`src/rtl/sram_arbiter_pkg.sv`:
```
// Shared types for the SRAM arbiter and its controller-side bus.
package sram_arbiter_pkg;

  localparam int unsigned ADDR_W = 16;
  localparam int unsigned WORD_W = 32;
  localparam int unsigned BE_W   = 4;

  typedef logic [ADDR_W-1:0] Ram_addr_t;
  typedef logic [WORD_W-1:0] Word_t;
  typedef logic              Bit_t;

  typedef enum logic [1:0] {IDLE, ACCESS, RESP} Arb_state_t;

  localparam logic [BE_W-1:0] BYTE_MASK_WORD = 4'b1111;

  // Request as latched onto the controller bus at grant time
  typedef struct packed {
    Ram_addr_t       addr;
    Word_t           wdata;
    logic [BE_W-1:0] be;
    logic            we;
  } Bus_req_t;

endpackage

```
`src/rtl/sram_arbiter.sv`:
```
// Two-port arbiter sharing one SRAM controller between ifetch (port 0) and data (port 1).
module sram_arbiter
  import sram_arbiter_pkg::*;
#(
  parameter int unsigned ACCESS_CYCLES = 2,
  parameter int unsigned STARVE_LIMIT  = 4
) (
  input  logic            clk,
  input  logic            rst,
  input  logic            if_req,
  input  Ram_addr_t       if_addr,
  output logic            if_ack,
  output Word_t           if_rdata,
  input  logic            d_req,
  input  logic            d_we,
  input  Ram_addr_t       d_addr,
  input  Word_t           d_wdata,
  input  logic [BE_W-1:0] d_be,
  output logic            d_ack,
  output Word_t           d_rdata,
  output Bit_t            read_op,
  output Bit_t            write_op,
  output Ram_addr_t       bus_addr,
  output Word_t           bus_data_write,
  output logic [BE_W-1:0] byte_mask,
  input  Word_t           bus_data_read
);

  localparam int unsigned BEAT_W   = $clog2(ACCESS_CYCLES + 1);
  localparam int unsigned STARVE_W = $clog2(STARVE_LIMIT + 1);

  Arb_state_t          state, state_nx;
  logic [BEAT_W-1:0]   beat, beat_nx;
  logic [STARVE_W-1:0] starve, starve_nx;
  logic                grant, grant_nx;
  logic                data_win;
  Bus_req_t            sel;

  Bit_t            read_op_nx, write_op_nx;
  Ram_addr_t       bus_addr_nx;
  Word_t           bus_data_write_nx, if_rdata_nx, d_rdata_nx;
  logic [BE_W-1:0] byte_mask_nx;
  logic            if_ack_nx, d_ack_nx;

  // Data wins unless ifetch has waited through STARVE_LIMIT data grants
  assign data_win = d_req && !(if_req && (starve == STARVE_W'(STARVE_LIMIT)));

  always_comb begin
    sel = data_win ? '{addr: d_addr, wdata: d_wdata, be: d_be, we: d_we}
                   : '{addr: if_addr, wdata: bus_data_write, be: BYTE_MASK_WORD, we: 1'b0};
  end

  always_comb begin
    state_nx          = state;
    beat_nx           = beat;
    starve_nx         = starve;
    grant_nx          = grant;
    read_op_nx        = read_op;
    write_op_nx       = write_op;
    bus_addr_nx       = bus_addr;
    bus_data_write_nx = bus_data_write;
    byte_mask_nx      = byte_mask;
    if_ack_nx         = 1'b0;
    d_ack_nx          = 1'b0;
    if_rdata_nx       = if_rdata;
    d_rdata_nx        = d_rdata;

    unique case (state)
      IDLE: begin
        if (d_req || if_req) begin
          state_nx          = ACCESS;
          beat_nx           = '0;
          grant_nx          = data_win;
          bus_addr_nx       = sel.addr;
          bus_data_write_nx = sel.wdata;
          byte_mask_nx      = sel.be;
          read_op_nx        = ~sel.we;
          write_op_nx       = sel.we;
          // data_win with if_req pending implies starve < STARVE_LIMIT, so this saturates
          starve_nx         = (data_win && if_req) ? starve + STARVE_W'(1) : '0;
        end
      end
      ACCESS: begin
        if (beat == BEAT_W'(ACCESS_CYCLES - 1)) begin
          state_nx    = RESP;
          read_op_nx  = 1'b0;
          write_op_nx = 1'b0;
          if_ack_nx   = ~grant;
          d_ack_nx    = grant;
          if (read_op) begin
            if (grant) d_rdata_nx  = bus_data_read;
            else       if_rdata_nx = bus_data_read;
          end
        end else begin
          beat_nx = beat + BEAT_W'(1);
        end
      end
      RESP:    state_nx = IDLE;
      default: state_nx = IDLE;
    endcase
  end

  always_ff @(posedge clk) begin
    if (rst) begin
      state          <= IDLE;
      beat           <= '0;
      starve         <= '0;
      grant          <= 1'b0;
      read_op        <= 1'b0;
      write_op       <= 1'b0;
      bus_addr       <= '0;
      bus_data_write <= '0;
      byte_mask      <= '0;
      if_ack         <= 1'b0;
      d_ack          <= 1'b0;
      if_rdata       <= '0;
      d_rdata        <= '0;
    end else begin
      state          <= state_nx;
      beat           <= beat_nx;
      starve         <= starve_nx;
      grant          <= grant_nx;
      read_op        <= read_op_nx;
      write_op       <= write_op_nx;
      bus_addr       <= bus_addr_nx;
      bus_data_write <= bus_data_write_nx;
      byte_mask      <= byte_mask_nx;
      if_ack         <= if_ack_nx;
      d_ack          <= d_ack_nx;
      if_rdata       <= if_rdata_nx;
      d_rdata        <= d_rdata_nx;
    end
  end

endmodule

```
`config.mk`:
```
export PLATFORM = sky130hd
export DESIGN_NAME = sram_arbiter
export DESIGN_NICKNAME = d
export VERILOG_FILES = /design/src/rtl/sram_arbiter_pkg.sv /design/src/rtl/sram_arbiter.sv
export SDC_FILE = /design/constraint.sdc
export NUM_CORES = 1
export LEC_CHECK = 0
export ABC_AREA = 0
export CORE_MARGIN = 5
export CORE_UTILIZATION = 42
export DETAILED_ROUTE_END_ITERATION = 7
export PLACE_DENSITY = 0.8
export SLEW_MARGIN = 20
export SYNTH_ARGS = -nofsm -noshare
export SYNTH_HDL_FRONTEND = slang
export SYNTH_SLANG_ARGS = --single-unit
```
`constraint.sdc`:
```
create_clock -name clk -period 2.1 [get_ports clk]
set_input_delay 0.63 -clock clk [delete_from_list [all_inputs] [get_ports clk]]
set_output_delay 0.63 -clock clk [all_outputs]
set_load 0.02 [all_outputs]
```
Run 1, ports around the boundary:
Pins as bars across the die edge, other pins in grey.
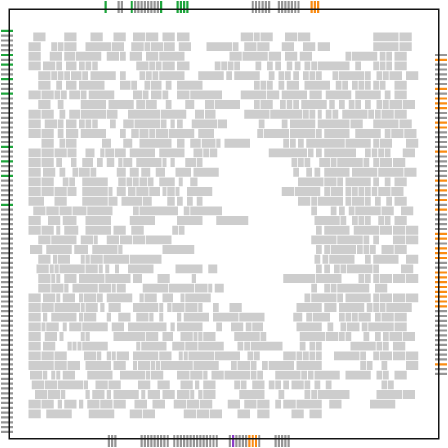
| colour | port | pins | direction | edge |
|---|---|---|---|---|
| green | bus_addr | 16 | output | 9 left, 7 top |
| orange | d_rdata | 32 | output | 26 right, 3 top, 3 bottom |
| purple | d_ack | 1 | output | bottom |

Run 1, cell placement:
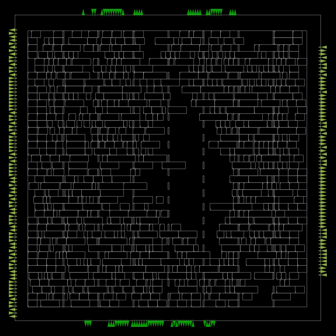
Core Rows: 40
area of the core: 12000 µm²
Seq area share: 31.6%
Final Util: 67.9%
Fill cells: 922

Run 1, placed cells, one colour a class:
Fill, decap, tap and diode cells in grey.
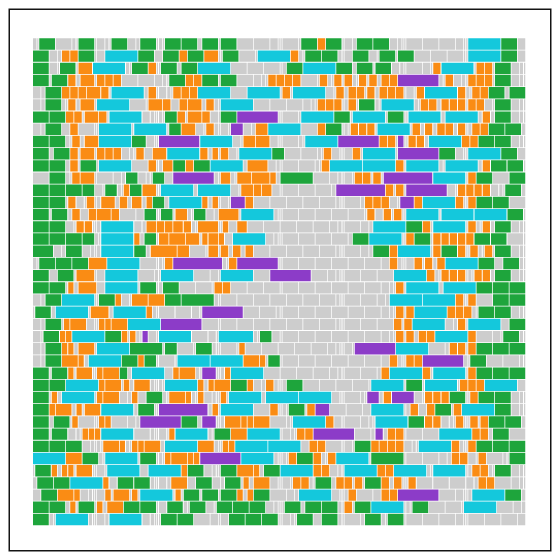
| colour | class | cells | share of their area |
|---|---|---|---|
| cyan | registers | 128 | 32% |
| orange | remaining logic cells | 408 | 29% |
| green | remaining buffers and delay cells | 248 | 31% |
| purple | clock drivers and dummy loads | 32 | 7.9% |
Final Cell Area: 8120 µm²

## run 1: area by class of cell
type	count	area, µm²	share of cell area, %
inverters	6	22.5	0.277
repair buffers	248	2470	30.4
flip-flops and latches	128	2560	31.6
multi-input cells	402	2250	27.8
clock buffers	20	447	5.50
clock inverters	12	184	2.26
well taps	147	184	2.26
## run 1: sequential cells by signal (all words and copies together), names as in the netlist
signal          cells
if_ack              1
bus_data_write     32
write_op            1
starve              3
read_op             1
if_rdata           32
beat                2
d_ack               1
state               2
grant               1
bus_addr           16
byte_mask           4
d_rdata            32
## run 1: layer usage
layer	track usage [%]	part of all wire [%]	vias up
met5	0	0	-
met4	7.65	2.0	0
met3	9.54	11	31
met2	35.9	47	251
met1	26.0	40	2445
li1	-	-	2543
==> results.py, run 1 <==
# Metrics from the implementation run
metrics = {
    "sta": {
        "hold_viol": 0,
        "finClkSkew_ns": 0.00656,
        "tns_ns": 0,
        "slew_viol_final": 0,
        "worst_pin_slew_ns": 0.599,
    },
    "route": {
        "drtAntennaViolNets": 0,
        "drc_errors": 0,
        "drt-initial-drc-count": 513,
        "via_count": 5270,
        "viasPerCell": 5.47,
        "wl_um": 16200,
    },
    "global_routing": {
        "grt_start_max_net_pins": 92,
        "grt_overflow": 0,
    },
    "synthesis": {
        "synth-async-reset-ratio_pct": 0,
        "ys_types": 33,
        "simple_gate_area_share_pct": 15.9,
        "synth-xor-area-share_pct": 0,
        "ys.warnings.count": 0,
        "yosys_cells": 596,
        "ys_sh_mux_pct": 6.25,
    },
    "finish": {
        "syn_to_final_growth_pct": 58.6,
        "lay_top_count": "clkdlybuf4s50_1",
        "nets": 911,
    },
    "worst_hold_path": {
        "hp-start": "bus_data_write[20]$_SDFFE_PP0P_",
        "hp-class": "flop to flop",
    },
    "floorplan": {
        "dieArea_um2": 14500,
    },
    "run_status": {
        "outcome": "complete, no violations",
    },
    "place": {
        "hpwl_um": 11400,
    },
    "critical_path": {
        "cp-end-kind": "output pin",
        "r2r-start": "starve[0]$_SDFFE_PP0P_",
        "path_depth": 1,
        "worst_setup_path_start_kind": "flop",
        "crit_arrival_ns": 1.41,
    },
    "power_and_ir_drop": {
        "p_sw_uw": 1670,
        "pwr-share-comb_pct": 15.1,
    },
    "cts": {
        "post_cts_buffers": 0,
    },
}
==> run 1 -> run 2 <==
Settings changed: ABC_AREA 0 to unset, SKIP_CTS_REPAIR_TIMING set to 1.
Run 2, ports around the boundary:
Pins as bars across the die edge, other pins in grey.
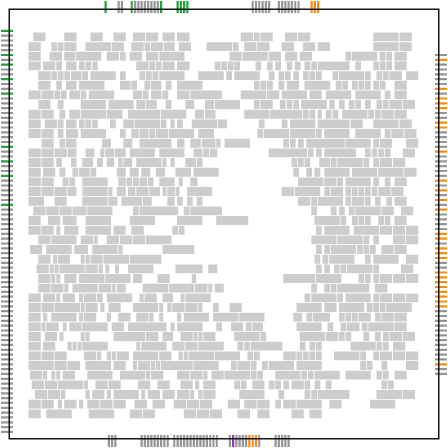
| colour | port | pins | direction | edge |
|---|---|---|---|---|
| green | bus_addr | 16 | output | 9 left, 7 top |
| purple | d_ack | 1 | output | bottom |
| orange | d_rdata | 32 | output | 26 right, 3 top, 3 bottom |
all pins by edge: 84 left, 67 right, 41 bottom, 33 top

Run 2, wiring by layer:
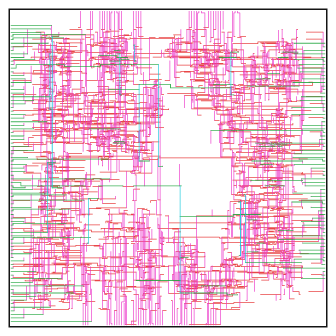
| colour | layer | wire length |
|---|---|---|
| red | M1 | 6470 µm |
| magenta | M2 | 7690 µm |
| green | M3 | 1710 µm |
| cyan | M4 | 316 µm |
drt wl/cell: 16.8 µm
drt total wl: 16200 µm
vias: 5279
all-layer global routing usage: 22.1%

==> run 2 against run 1 <==
Via count rose by 0.17%. Synthesized cell count did not move. Fmax about the same. Power hardly changed. Die size unchanged. Critical path type unchanged. Non-clock buffer count is the same. Sequential share of layout area is essentially flat. Wire length barely moved.
==> results.py, run 2 <==
# Metrics from the implementation run
metrics = {
    "global_routing": {
        "grtUsageMet1_pct": 26.0,
        "grt_start_max_net_pins": 92,
        "gr-usage-met3_pct": 9.54,
        "grt_pass1_wl_um": 25800,
        "gr-usage-met2_pct": 35.9,
        "globalRoute.busiestLayer": "met2",
        "grt_overflow": 0,
        "grt_pass1_vias": 5185,
    },
    "floorplan": {
        "chipWidth_um": 120,
        "core_um2": 12000,
        "dieArea_um2": 14500,
        "placementRows": 40,
    },
    "place": {
        "gp_congestion": 0.905,
        "hpwl_um": 11400,
        "io_buffer_count": 224,
    },
    "route": {
        "viasPerCell": 5.48,
        "wl_met3_um": 1710,
        "wl_met2_um": 7690,
        "drtAntennaViolNets": 0,
        "drt-initial-drc-count": 515,
        "drc_errors": 0,
        "routed.top_layer": "met4",
        "wirelength_met1_um": 6470,
    },
    "worst_hold_path": {
        "hp-class": "flop to flop",
        "hp-start": "bus_data_write[20]$_SDFFE_PP0P_",
    },
    "critical_path": {
        "path_depth": 1,
        "r2r-start": "starve[0]$_SDFFE_PP0P_",
        "worst_setup_path_start_kind": "flop",
        "crit_chain": "clkdlybuf4s50_1",
        "crit_path_max_fanout": 2,
        "path_class": "flop to output pin",
        "cp-end-kind": "output pin",
        "crit_slowest_cell": "clkdlybuf4s50_1",
        "startpoint": "bus_data_write[0]$_SDFFE_PP0P_",
        "crit_arrival_ns": 1.41,
    },
    "synthesis": {
        "most_common_cell": "dfxtp_1",
        "synth-async-reset-ratio_pct": 0,
        "ys.warnings.count": 0,
        "simple_gate_area_share_pct": 15.9,
        "synth-xor-area-share_pct": 0,
        "ys_types": 33,
        "yosys_cells": 596,
        "ys_sh_mux_pct": 6.25,
    },
    "power_and_ir_drop": {
        "sequentialPower_uw": 2620,
        "sw_frac_of_total_pct": 24.7,
        "p_sw_uw": 1660,
        "p_int_uw": 5080,
        "ir_worst_vdd_mv": 0.533,
        "pwr-share-comb_pct": 15.2,
    },
    "finish": {
        "post-route-cell-area_um2": 8130,
        "fin_util_pct": 67.9,
        "stdcell_count": 963,
        "nets": 911,
        "layout_top_cells": "clkdlybuf4s50_1 (221), dfxtp_1 (127), a21oi_1 (88)",
        "syn_to_final_growth_pct": 58.6,
        "top_regs": "bus_data_write: 32 flops, d_rdata: 32 flops, if_rdata: 32 flops",
        "lay_top_count": "clkdlybuf4s50_1",
    },
    "cts": {
        "numCtsBuffers": 17,
    },
    "sta": {
        "worst_pin_slew_ns": 0.598,
        "hold_viol": 0,
        "slew_viol_final": 0,
        "slew_headroom_pct": 60.0,
        "finClkSkew_ns": 0.00592,
        "worst_slack_ns": 0.0600,
    },
    "run_status": {
        "outcome": "complete, no violations",
    },
}
==> run 2: metrics by stage <==
step | hold slack, ns | setup TNS (ns) | power, µW
after floorplan | 0.466 | 0 | 3160
after global placement | 0.441 | -0.0249 | 3660
after detailed placement | 0.453 | -3.41 | 3690
after CTS | 0.461 | -0.0415 | 6800
after global routing | 0.464 | 0 | 7000
final | 0.456 | 0 | 6740
==> run 2: final cells by class <==
type                       count  area [µm²]
clock buffer                  20         447
fill                         921        3830
clock inverter                12         184
tap                          147         184
inverter                       6        22.5
multi-input combinational    402        2250
sequential                   128        2560
timing repair buffer         248        2470
==> run 2: logic make-up after synthesis <==
group / Yosys count
AOI/OAI and AO/OA: 196
muxes: 32
buffers and inverters: 66
and+or+nand+nor: 171
adders and majority gates: 3
DFF: 128
==> run 2 -> run 3 <==
Settings changed: CAP_MARGIN set to 30.
Run 3, wiring by layer:
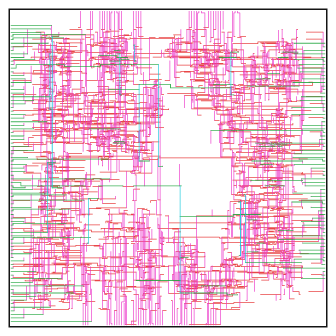
| colour | layer | wire length |
|---|---|---|
| magenta | M2 | 7690 µm |
| red | M1 | 6470 µm |
| cyan | M4 | 316 µm |
| green | M3 | 1710 µm |

Run 3, placed cells, one colour a class:
Fill, decap, tap and diode cells in grey.
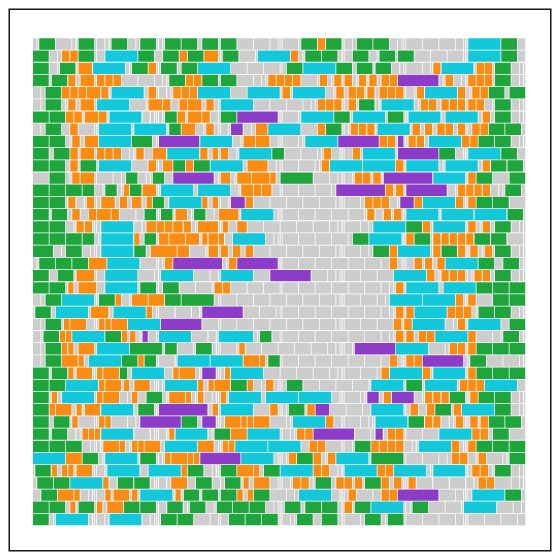
| colour | class | cells | share of their area |
|---|---|---|---|
| purple | clock drivers and dummy loads | 32 | 7.9% |
| cyan | registers | 128 | 32% |
| orange | remaining logic cells | 408 | 29% |
| green | remaining buffers and delay cells | 248 | 31% |

==> run 3 against run 2 <==
Sequential share of layout area stayed put. Worst setup slack stayed put. Via count stayed put. Worst hold slack stayed put. Highest routed layer unchanged. Global-route usage stayed put. Clock skew stayed put. Sequential power hardly changed. Wire length stayed put. Fmax stayed put. Non-clock buffer count stayed put. Core utilization stayed put.
==> results.py, run 3 <==
# Metrics from the implementation run
metrics = {
    "floorplan": {
        "taps": 147,
        "core_um2": 12000,
        "placementRows": 40,
        "dieArea_um2": 14500,
        "chipWidth_um": 120,
    },
    "route": {
        "drt-initial-drc-count": 515,
        "wl_um": 16200,
        "viasPerCell": 5.48,
        "via_count": 5279,
        "drtAntennaViolNets": 0,
        "drc_errors": 0,
    },
    "synthesis": {
        "ys_types": 33,
        "synth-xor-area-share_pct": 0,
        "synth.comb.largest_family": "AND-OR/OR-AND gates",
        "most_common_cell": "dfxtp_1",
        "ys.warnings.count": 0,
        "simple_gate_area_share_pct": 15.9,
        "ys_sh_mux_pct": 6.25,
        "synth_adder_area_share_pct": 0.733,
    },
    "finish": {
        "clock_area_share_pct": 7.76,
        "layout_top_cells": "clkdlybuf4s50_1 (221), dfxtp_1 (127), a21oi_1 (88)",
        "buffer_area_share_pct": 30.4,
        "ff_count": 128,
        "largest_class": "flip-flops and latches",
        "lay_top_count": "clkdlybuf4s50_1",
        "comb_share_pct": 27.7,
        "seq_area_um2": 2560,
        "clock_buffers": 20,
        "stdcell_count": 963,
        "syn_to_final_growth_pct": 58.6,
        "fin_util_pct": 67.9,
        "nets": 911,
        "num-fill-cells": 921,
        "seq_share_pct": 31.5,
        "top_regs": "bus_data_write: 32 flops, d_rdata: 32 flops, if_rdata: 32 flops",
        "inverters": 6,
        "signal_buffers": 248,
        "nMultiInputCombCells": 402,
        "logic_area_um2": 2250,
    },
    "critical_path": {
        "cp-end-kind": "output pin",
        "r2r-start": "starve[0]$_SDFFE_PP0P_",
        "worst_setup_path_start_kind": "flop",
        "crit_chain": "clkdlybuf4s50_1",
        "crit_slowest_cell": "clkdlybuf4s50_1",
        "crit_family": "buffers and inverters",
        "cp_num_buf_inv": 1,
        "crit_arrival_ns": 1.41,
        "path_depth": 1,
    },
    "run_status": {
        "outcome": "complete, no violations",
    },
    "power_and_ir_drop": {
        "ir_worst_vdd_mv": 0.533,
        "power_uw": 6740,
    },
    "sta": {
        "hold_viol": 0,
        "hold_slack_ns": 0.456,
        "finClkSkew_ns": 0.00592,
        "worst_pin_slew_ns": 0.598,
        "slew_headroom_pct": 60.0,
        "worst_slack_ns": 0.0600,
        "slew_viol_final": 0,
        "tns_ns": 0,
    },
    "cts": {
        "cts_buffer_depth": 2,
        "numCtsBuffers": 17,
    },
    "flow_run": {
        "cap_violations": 0,
    },
    "global_routing": {
        "grt_start_max_net_pins": 92,
        "grt_pass1_vias": 5185,
        "grt_pass1_wl_um": 25800,
        "grt_overflow": 0,
        "grt_util_all_layers_pct": 22.1,
    },
    "worst_hold_path": {
        "hp-start": "bus_data_write[20]$_SDFFE_PP0P_",
        "hp-class": "flop to flop",
    },
    "place": {
        "place_inst": 931,
        "gp_congestion": 0.905,
        "io_buffer_count": 224,
    },
}
-- run 3: cell counts in the layout (fill, tap and decap cells not counted) --
Identical to the previous run, type by type.
-- run 3: report_power, final --
group | leakage, µW | internal (µW) | switching, µW
registers | 0.00104 | 2540 | 72.8
clock network | 0.000301 | 2020 | 1080
logic | 0.00157 | 508 | 514
total | 0.00292 | 5080 | 1660
-- run 3: per-layer routing --
metal	global-route usage, %	vias to the layer above	part of all wire (%)	wire (µm)
li1	-	2542	-	-
met4	7.65	0	1.9	315
met3	9.54	29	11	1710
met5	0	-	0	0
met1	26.0	2464	40	6470
met2	35.9	244	47	7690
Power is estimated from default activity; no workload was simulated.
